Design wb_fwd_buffer, sky130hd; sources not shown.
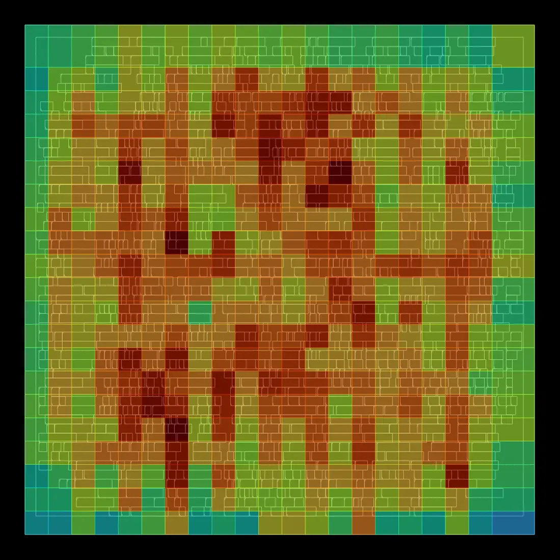
**Above:** routing congestion.
Avg WL per Cell: 24.4 um
met3 usage: 0.0605
busiest layer in global routing: met2
Util after Layout: 0.746
met2 usage in global routing: 0.544

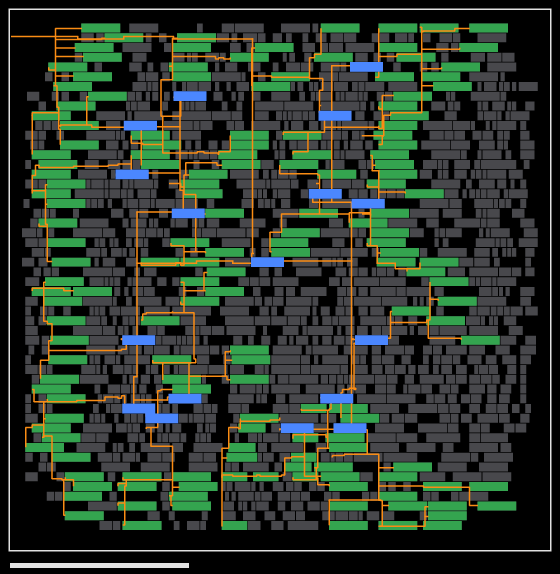
**Above:** clock network drawn from the DEF.
Bar = 50 um.
[blue] clock drivers | count: 17
[green] flip-flops | count: 159
[orange] clock wires | length: 2020 um
flops lie: widely spread
routed clock nets: 18
Clk. pwr: 1.24 mW
clk_lat worst skew: 0.43 ns
clock power share: 0.389

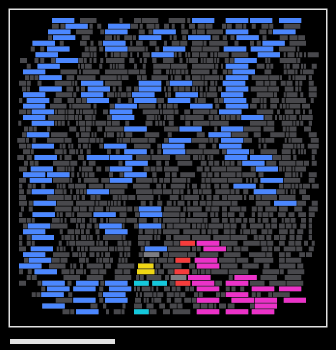
**Above:** where the registers sit.
Bar = 50 um.
| color | signal | flops |
|---|---|---|
| yellow | r_wr_ptr | 2 |
| cyan | count | 3 |
| magenta | r_addr | 20 |
| red | r_valid | 4 |
| blue | r_data | 128 |
Seq/total area: 0.308
Power Sequential: 1.39 mW
Flop area: 0.00467 mm^2

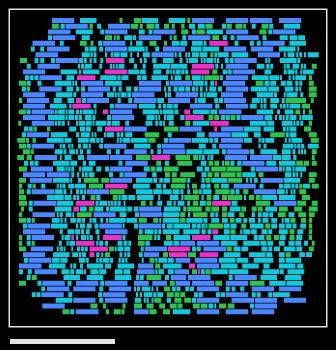
**Above:** cell classes on the final placement.
Bar = 50 um.
| color | class | cells |
|---|---|---|
| blue | sequential cells | 159 |
| green | remaining buffers and delay cells | 227 |
| magenta | clock drivers and dummy loads | 32 |
| cyan | combinational and other logic | 852 |
final instance area: 0.0152 mm^2
num rows: 52
Core Area: 0.0204 mm^2

==> ci_impl_report.md <==
## PnR job results

| Metric | Value |
|---|---|
| Final TNS setup | 0 ns |
| Cell Area, Placed | 0.0144 mm^2 |
| GRT Total Usage | 0.334 |
| Yosys xor share | 0.0298 |
| Worst EP arrival | 3.82 ns |
| Distinct cells, synth | 53 |
| Fin nets | around 1.3k |
| Hold Path Class | register to register |
| Detailed Place HPWL | 23200 um |
| CP max FO | 7 |
| NonClk Buf Share | 0.144 |
| Tool warnings | 31 |
| Slew headroom | 0.496 |
| Hold buffers post-CTS | 0 |
| Combinational share of cell area | 0.484 |
| Yosys chip area | 0.0123 mm^2 |
| DRT iter0 DRCs | around 1.1k |
| Worst IR Drop VDD | 0.000234 V |
| Post-Syn Instances | 1128 |
| Post-Place Cells | 1496 |
| Status | complete, no violations |
| CTS HTree Levels | 4 |
| Yosys simple share | 0.179 |
| Sequential power share | 0.436 |
| Inverter count | 6 |
| Seq/Total Area, Yosys | 0.379 |
| Compound Share, Synth | 0.113 |
| Deepest clock path buffer count | 2 |
| Ant diodes | 0 |
| CTS tree | built |
| Share of layout cells above drive strength 1 | 0.314 |
| Metal1 wirelength | between 10000 and 15000 um |
| Dominant logic cell type in the layout | edfxtp_1 |
| Post-Syn Nets | 1186 |
| Vias | around 11k |
| Fmax | 180 MHz |
| WL met3 | 3910 um |
| TritonRoute pass-1 iters | 6 |
| Area leader share | 0.361 |
| Startpoint Class | primary input |
| Clock Pin Slew Worst Setup and Hold Paths | 0.06 ns |
| Signal buffers | around 230 |
| # port buffers | 121 |
| MI comb cells | 846 |
| Sw frac | 0.261 |
| Number of fill cells in the layout | around 1.4k |
| Ys Warns | 0 |
| Area growth from synthesis to layout | 23.3% |
| Met1 usage | 0.449 |
| Crit. path cell count | 12 |
| Top sig layer | met5 |
| Sink Count | 159 |
| Tapcell Cnt | ~270 |
| Largest net degree at the start of global routing | 76 |
| R2R setup slack | 2.44 ns |
| Tmin final | 5.55 ns |
| Clock buf/inv share | 0.0409 |
| Registers, synthesis | roughly 160 |
| Global route overflow | 0 |
| Routed wl met2 | 18100 um |
| Pleak | 5.44 nW |
| Number of flip-flops in the largest register | 128 |
| Antenna violations before repair | 1 |
| Crit path buffers/inverters | 6 |
| Final Instance Count excl. Fillers | between 1.5k and 2k |
| Synth Flop Type | edfxtp_1 |
| Number of gates resized after cts | between 200 and 300 |
| Largest area contributor in the netlist | edfxtp_1 |
Power is estimated from default activity; no workload was simulated.
